`src/rtl/quad_gray_decoder.sv`:
```
// quad_gray_decoder
//   Receive side of the board's Gray-code LED link / rotary encoder input.
//   Two asynchronous Gray bits are synchronized, glitch-filtered and decoded
//   into a signed-step position counter with a sticky illegal-transition flag.
//
//   Parameters
//     BITS    position counter width (count wraps modulo 2^BITS)
//     FILTER  stable cycles needed before a new input value is accepted (1..255)
//
//   Ports
//     clk      system clock
//     resetn   asynchronous active-low reset
//     enc_a    Gray bit 1 (MSB), asynchronous
//     enc_b    Gray bit 0, asynchronous
//     enc_z    index pulse, asynchronous (only when QDEC_INDEX_EN is defined)
//     err_clr  synchronous clear of err
//     count    position, modulo 2^BITS
//     dir      direction of the last legal step, 1 = up
//     step     one-cycle pulse per accepted legal step
//     err      sticky illegal-transition flag
//
//   Build option: define QDEC_INDEX_EN to add enc_z. A filtered 0->1 edge of
//   enc_z zeroes count (the clear beats a coincident step). Ignored in INIT.

// Per-input channel: 2-FF synchronizer followed by a run-length filter.
// cnt holds how many consecutive samples of sync equalled cand, including
// the sample that loaded cand, so a value that sits on sync for FILTER
// cycles raises hit on exactly the edge that completes the FILTERth sample.
// Once saturated at FILTER the run stays quiet until the value changes.
module qgd_chan #(
  parameter int W      = 2,
  parameter int FILTER = 4
) (
  input  logic         clk,
  input  logic         resetn,
  input  logic [W-1:0] raw,
  output logic [W-1:0] sync,
  output logic         hit
);
  localparam int            CW   = $clog2(FILTER + 1);
  localparam logic [CW-1:0] FMAX = CW'(FILTER);
  localparam logic [CW-1:0] ONE  = CW'(1);

  logic [W-1:0]  s1, cand;
  logic [CW-1:0] cnt, run_nxt;
  logic          same;

  assign same = (sync == cand);

  always_comb begin
    run_nxt = ONE;
    if (same) run_nxt = (cnt < FMAX) ? cnt + ONE : cnt;
  end

  // Fires once per stable run: either the run just climbed to FILTER, or
  // FILTER is 1 and a fresh value arrived.
  assign hit = (run_nxt == FMAX) && (!same || cnt != FMAX);

  always_ff @(posedge clk or negedge resetn) begin
    if (!resetn) begin
      s1   <= '0;
      sync <= '0;
      cand <= '0;
      cnt  <= '0;
    end else begin
      s1   <= raw;
      sync <= s1;
      cand <= sync;
      cnt  <= run_nxt;
    end
  end
endmodule

module quad_gray_decoder #(
  parameter int BITS   = 8,
  parameter int FILTER = 4
) (
  input  logic            clk,
  input  logic            resetn,
  input  logic            enc_a,
  input  logic            enc_b,
`ifdef QDEC_INDEX_EN
  input  logic            enc_z,
`endif
  input  logic            err_clr,
  output logic [BITS-1:0] count,
  output logic            dir,
  output logic            step,
  output logic            err
);
  localparam logic            ST_INIT  = 1'b0;
  localparam logic            ST_TRACK = 1'b1;
  localparam logic [BITS-1:0] ONE      = BITS'(1);

  logic       state;
  logic [1:0] ab_sync, acc;
  logic       ab_hit, accept, track_acc;
  logic [1:0] pos_old, pos_new, delta;
  logic       up, dn, bad;
  logic       z_clr;

  qgd_chan #(.W(2), .FILTER(FILTER)) u_ab (
    .clk    (clk),
    .resetn (resetn),
    .raw    ({enc_a, enc_b}),
    .sync   (ab_sync),
    .hit    (ab_hit)
  );

  // In INIT any stable value is learned, even one equal to the reset acc.
  assign accept    = ab_hit && (state == ST_INIT || ab_sync != acc);
  assign track_acc = accept && (state == ST_TRACK);

  // Gray -> binary position: {g1, g1^g0}; the step is the mod-4 difference.
  assign pos_old = {acc[1], ^acc};
  assign pos_new = {ab_sync[1], ^ab_sync};
  assign delta   = pos_new - pos_old;

  assign up  = track_acc && (delta == 2'd1);
  assign dn  = track_acc && (delta == 2'd3);
  assign bad = track_acc && (delta == 2'd2);

`ifdef QDEC_INDEX_EN
  logic z_sync, z_hit, z_acc;

  qgd_chan #(.W(1), .FILTER(FILTER)) u_z (
    .clk    (clk),
    .resetn (resetn),
    .raw    (enc_z),
    .sync   (z_sync),
    .hit    (z_hit)
  );

  // z level is learned in INIT too, so an index held across INIT does not
  // zero the counter the moment tracking starts.
  assign z_clr = z_hit && z_sync && !z_acc && (state == ST_TRACK);

  always_ff @(posedge clk or negedge resetn) begin
    if (!resetn)                     z_acc <= 1'b0;
    else if (z_hit && z_sync != z_acc) z_acc <= z_sync;
  end
`else
  assign z_clr = 1'b0;
`endif

  always_ff @(posedge clk or negedge resetn) begin
    if (!resetn) begin
      state <= ST_INIT;
      acc   <= 2'b00;
      count <= '0;
      dir   <= 1'b0;
      step  <= 1'b0;
      err   <= 1'b0;
    end else begin
      step <= up || dn;
      if (accept) begin
        acc   <= ab_sync;
        state <= ST_TRACK;
      end
      if (z_clr)   count <= '0;
      else if (up) count <= count + ONE;
      else if (dn) count <= count - ONE;
      if (up)      dir <= 1'b1;
      else if (dn) dir <= 1'b0;
      // Set beats a same-cycle clear.
      if (bad)          err <= 1'b1;
      else if (err_clr) err <= 1'b0;
    end
  end
endmodule
```
`config.mk`:
```
export PLATFORM = sky130hd
export DESIGN_NAME = quad_gray_decoder
export DESIGN_NICKNAME = d
export VERILOG_FILES = /design/src/rtl/quad_gray_decoder.sv
export SDC_FILE = /design/constraint.sdc
export NUM_CORES = 1
export LEC_CHECK = 0
export CORE_ASPECT_RATIO = 0.7
export CORE_MARGIN = 10
export CORE_UTILIZATION = 43
export DETAILED_ROUTE_END_ITERATION = 8
export PLACE_DENSITY = 0.63
export SLEW_MARGIN = 20
export SYNTH_ARGS = -nofsm -noshare
export SYNTH_HDL_FRONTEND = slang
export SYNTH_SLANG_ARGS = --single-unit
```
`constraint.sdc`:
```
create_clock -name clk -period 4.4 [get_ports clk]
set_input_delay 0.88 -clock clk [delete_from_list [all_inputs] [get_ports clk]]
set_output_delay 0.88 -clock clk [all_outputs]
set_load 0.1 [all_outputs]
```
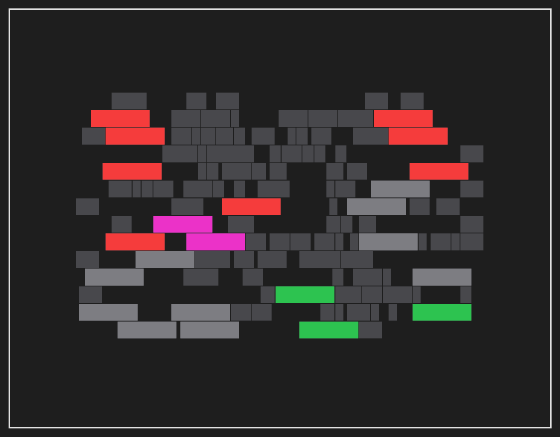
Run 1: sequential cells coloured by netlist name
Other sequential cells in the stronger grey, the rest of the logic in the fainter grey.
green -> `u_ab.cnt`  # flops 3
magenta -> `acc`  # flops 2
red -> `count`  # flops 8
fraction of area in registers: 40.0%
Reg area: 576 um2
final core utilization: 56.0%
P_seq: 280 uW

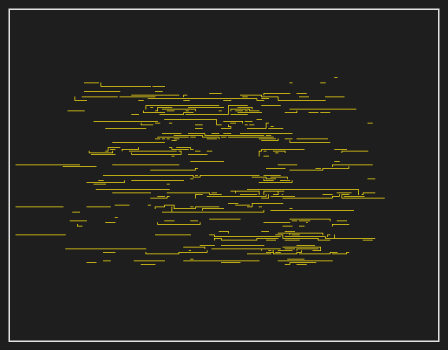
Run 1: M1 wires
wire length on this layer = 1130 um
nets with wire on the layer = 119
Vias: 750
grt met1 use: 11.2%

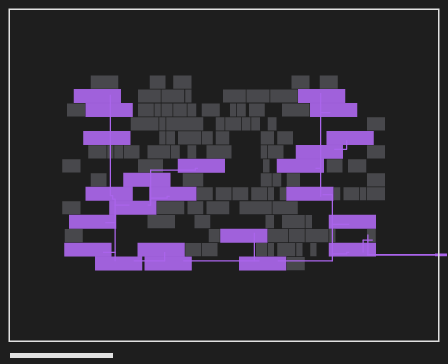
Run 1: port wiring
The bar under the picture is 20 um long.
purple -> `resetn`  # bits 1, direction input, edge right, end cells 23, buffers 1, wire 170 um
Top Ports: 16
# port buffers: 15

==> out/qor.yml, run 1 <==
run_status:
  status: "complete, no violations"
routing:
  met3_length_um: 184
  wl_um: 2080
  ant_nets: 0
  wl_met1_um: 1130
  wl_met2_um: 738
  drc: 0
run:
  warning_count: 27
setup_path:
  worstReg2RegEnd: "count[6]"
  crit_path_end: "count[6]"
  arrival_ps: 3900
  ff2ff_path_depth: 13
  crit_start: "u_ab.cnt[0]"
  crit_chain: "inv_1, ha_1, or3b_2, a2111o_1, nor2_2, buf_4, nand2_1, fa_1, a21oi_1, o211ai_1, a21oi_1, xnor2_1, mux2_4"
  path_delay_family: "AND-OR/OR-AND gates"
cells_and_area:
  clkbuf_count: 3
  seq_cells: 23
  fin_nets: 135
  instances_no_fill: 153
  top_register: "count"
  nFillCells: 213
final_timing:
  post-route-min-period_ps: 3750
  timing.final.ws_setup_ps: 653
  skew_ps: 1.60
  max_freq_mhz: 267
power:
  cellLeakagePower_nw: 0.652
  internal_power_uw: 474
  powerComb_uw: 446
  clock_power_uw: 126
  seq_power_share_pct: 32.9
yosys:
  synth_flops: 23
  syn_inst: 100
  synth_top_cell_by_count: "dfrtp_1"
  ys_sh_simple_pct: 8.70
  netlist-cell-type-count: 31
  synth-async-reset-ratio_pct: 100
global_route:
  grt_max_degree: 24
  use_met2_pct: 9.52
  track_usage_pct: 7.90
die:
  core_area_mm2: 0.00257
  placementRows: 15
worst_hold_path:
  hold_end: "u_ab.sync[0]"
clock_tree:
  cts-htree-levels: 1
  cts_sinks: 23
  clkSlewWorstSetupHoldPaths_ps: 80
placement:
  post-dp-hpwl_um: 1620
==> run 2: changes to the inputs <==
- ABC_CLOCK_PERIOD_IN_PS: unset -> 4400
- CORE_UTILIZATION: 43 -> 53
- PLACE_DENSITY: 0.63 -> 0.75
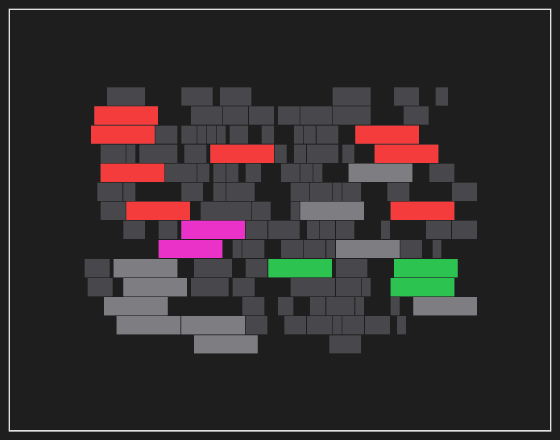
Run 2: sequential cells coloured by netlist name
Other sequential cells in the stronger grey, the rest of the logic in the fainter grey.
red -> `count`  # flops 8
magenta -> `acc`  # flops 2
green -> `u_ab.cnt`  # flops 3
not coloured = 10
final core utilization: 65.8%
fraction of area in registers: 40.6%

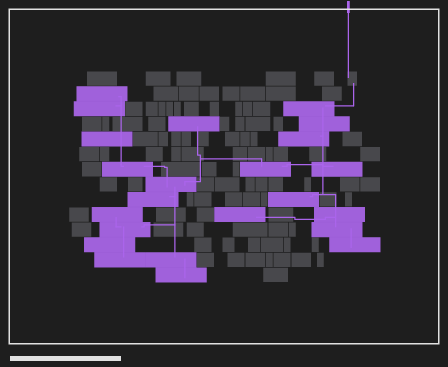
Run 2: port wiring
The bar under the picture is 20 um long.
purple -> `resetn`  # bits 1, direction input, edge top, end cells 23, buffers 1, wire 156 um

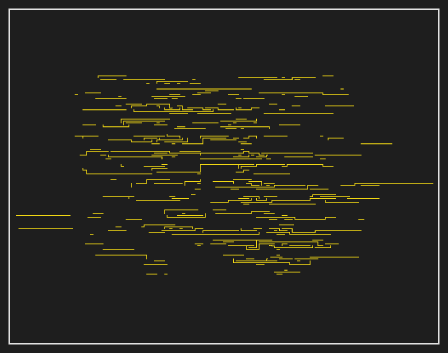
Run 2: M1 wires
nets with wire on the layer = 122
main direction = horizontal
wire length on this layer = 1010 um
longest straight run = 17.0 um
share of all routed wire = 51%
Vias: 757
Routed WL: 1980 um
grt met1 use: 11.9%

==> run 2 against run 1 <==
Against the previous run:
- register-to-register slack is essentially flat
- sequential cell count is the same
- hold slack gained 17 ps
- largest cell class unchanged
==> out/qor.yml, run 2 <==
yosys:
  netlist-cell-type-count: 31  # unchanged
  synth-async-reset-ratio_pct: 100  # unchanged
  ys_sh_simple_pct: 8.70  # unchanged
  synth_top_cell_by_count: "dfrtp_1"  # unchanged
  synth_flops: 23  # unchanged
  syn_inst: 100  # unchanged
global_route:
  grt_max_degree: 24  # unchanged
  use_met2_pct: 15.0  # was 9.52%
  track_usage_pct: 9.60  # was 7.90%
power:
  powerComb_uw: 441  # was 446 uW
  internal_power_uw: 444  # was 474 uW
  clock_power_uw: 91.4  # was 126 uW
  seq_power_share_pct: 34.5  # was 32.9%
  cellLeakagePower_nw: 0.644  # was 0.652 nW
final_timing:
  max_freq_mhz: 267  # about the same
  timing.final.ws_setup_ps: 660  # was 653 ps
  post-route-min-period_ps: 3740  # was 3750 ps
placement:
  post-dp-hpwl_um: 1570  # was 1620 um
  portBuffers: 15  # unchanged
clock_tree:
  clkSlewWorstSetupHoldPaths_ps: 120  # was 80 ps
  cts-htree-levels: 1  # unchanged
  cts_sinks: 23  # unchanged
run_status:
  status: "complete, no violations"  # unchanged
die:
  core_area_mm2: 0.00215  # was 0.00257 mm2
  ios: 16  # unchanged
  placementRows: 14  # was 15
cells_and_area:
  top_register: "count"  # unchanged
  fin_nets: 135  # unchanged
  seq_cells: 23  # unchanged
  instances_no_fill: 151  # was 153
  nFillCells: 180  # was 213
  clkbuf_count: 3  # unchanged
worst_hold_path:
  hold_end: "u_ab.sync[1]"  # was u_ab.sync[0]
routing:
  wl_met1_um: 1010  # was 1130 um
  ant_nets: 0  # unchanged
  drc: 0  # unchanged
  met3_length_um: 139  # was 184 um
  wl_met2_um: 823  # was 738 um
setup_path:
  crit_start: "u_ab.cnt[0]"  # unchanged
  arrival_ps: 3940  # was 3900 ps
  crit_path_end: "count[6]"  # unchanged
run:
  warning_count: 27  # unchanged
==> run 3: changes to the inputs <==
- PLACE_DENSITY: 0.75 -> 0.77
==> run 3 against run 2 <==
Against the previous run:
- hold slack got worse by 6.4 ps
- core utilization down 0.058 points
- clock power is 2.4% higher
- first-iteration DRC count grew 33%
==> out/qor.yml, run 3 <==
setup_path:
  worstReg2RegEnd: "count[6]"  # unchanged
  crit_path_end: "count[6]"  # unchanged
  crit_chain: "inv_1, ha_1, or3b_2, a2111o_1, nor2_2, buf_4, nand2_1, fa_1, a21oi_1, o211ai_1, a21oi_1, xnor2_1, mux2_4"  # unchanged
  ff2ff_path_depth: 13  # unchanged
run_status:
  status: "complete, no violations"  # unchanged
cells_and_area:
  sh_seq_area_pct: 40.6  # about the same
  seq_cells: 23  # unchanged
  instances_no_fill: 151  # unchanged
  nFillCells: 184  # was 180
  top_register: "count"  # unchanged
routing:
  ant_nets: 0  # unchanged
  wl_met1_um: 1080  # was 1010 um
  met3_length_um: 135  # was 139 um
  wl_met2_um: 920  # was 823 um
  drc: 0  # unchanged
power:
  cellLeakagePower_nw: 0.641  # was 0.644 nW
  clock_power_uw: 93.6  # was 91.4 uW
  seq_power_share_pct: 34.3  # was 34.5%
  powerComb_uw: 445  # was 441 uW
  internal_power_uw: 445  # was 444 uW
  powerSeq_uw: 281  # was 280 uW
final_timing:
  skew_ps: 11.9  # was 3.62 ps
  timing.final.ws_setup_ps: 657  # was 660 ps
  max_freq_mhz: 267  # about the same
  post-route-min-period_ps: 3740  # about the same
yosys:
  ys_sh_simple_pct: 8.70  # unchanged
  synth-async-reset-ratio_pct: 100  # unchanged
  syn_inst: 100  # unchanged
  synth_flops: 23  # unchanged
  netlist-cell-type-count: 31  # unchanged
die:
  ios: 16  # unchanged
  placementRows: 14  # unchanged
global_route:
  grt_max_degree: 24  # unchanged
placement:
  post-dp-hpwl_um: 1700  # was 1570 um
run:
  warning_count: 27  # unchanged
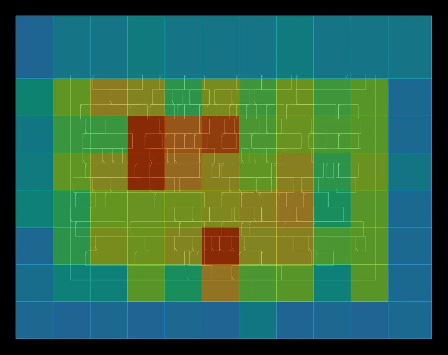
Run 3: routing congestion map
final core utilization: 65.7%
met3 Use GR: 4.94%
busiest grt layer: met2
met2 Use GR: 15.0%
GRT Overall Usage: 10.1%

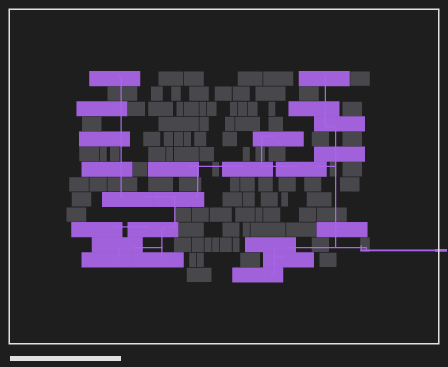
Run 3: port wiring
The bar under the picture is 20 um long.
purple -> `resetn`  # bits 1, direction input, edge right, end cells 23, buffers 1, wire 158 um

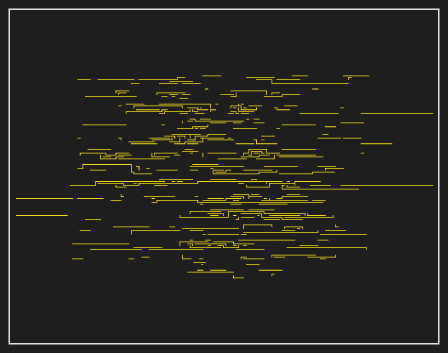
Run 3: M1 wires
wire length on this layer = 1080 um
longest straight run = 22.5 um
share of all routed wire = 50%
main direction = horizontal
Vias: 770
grt met1 use: 13.1%
Routed WL: 2140 um


==> gallery <==
Clock distribution.
panel A
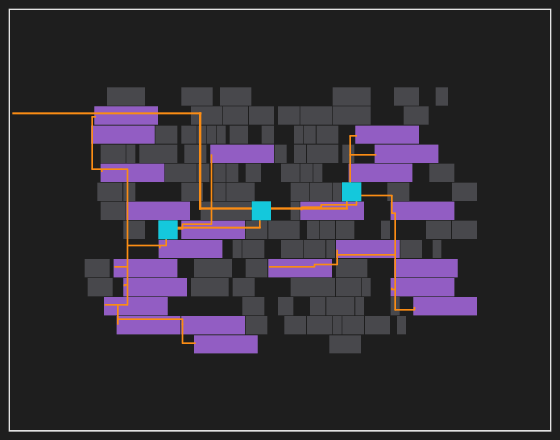
panel B
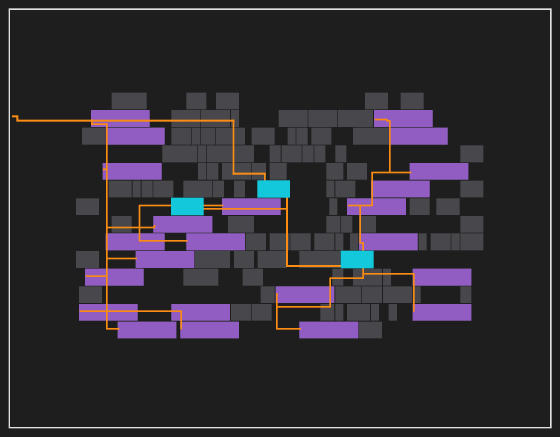
panel C
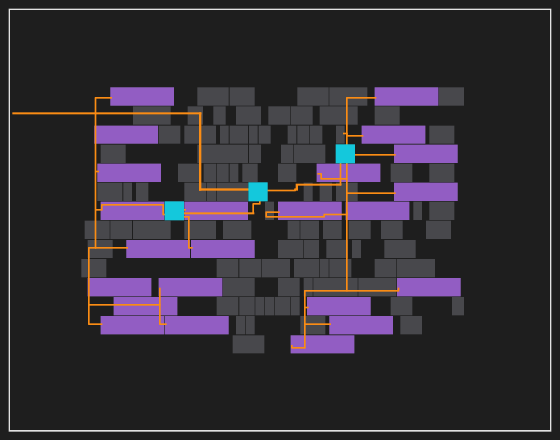
Panel C is run 3.
Panel A is run 2.
Panel B is run 1.

Key to panel A:
cyan -> cells driving clock nets  # count 3
orange -> clock wires  # length 226 um
purple -> flip-flops  # count 23
routed clock nets = 4

Power is estimated from default activity; no workload was simulated.
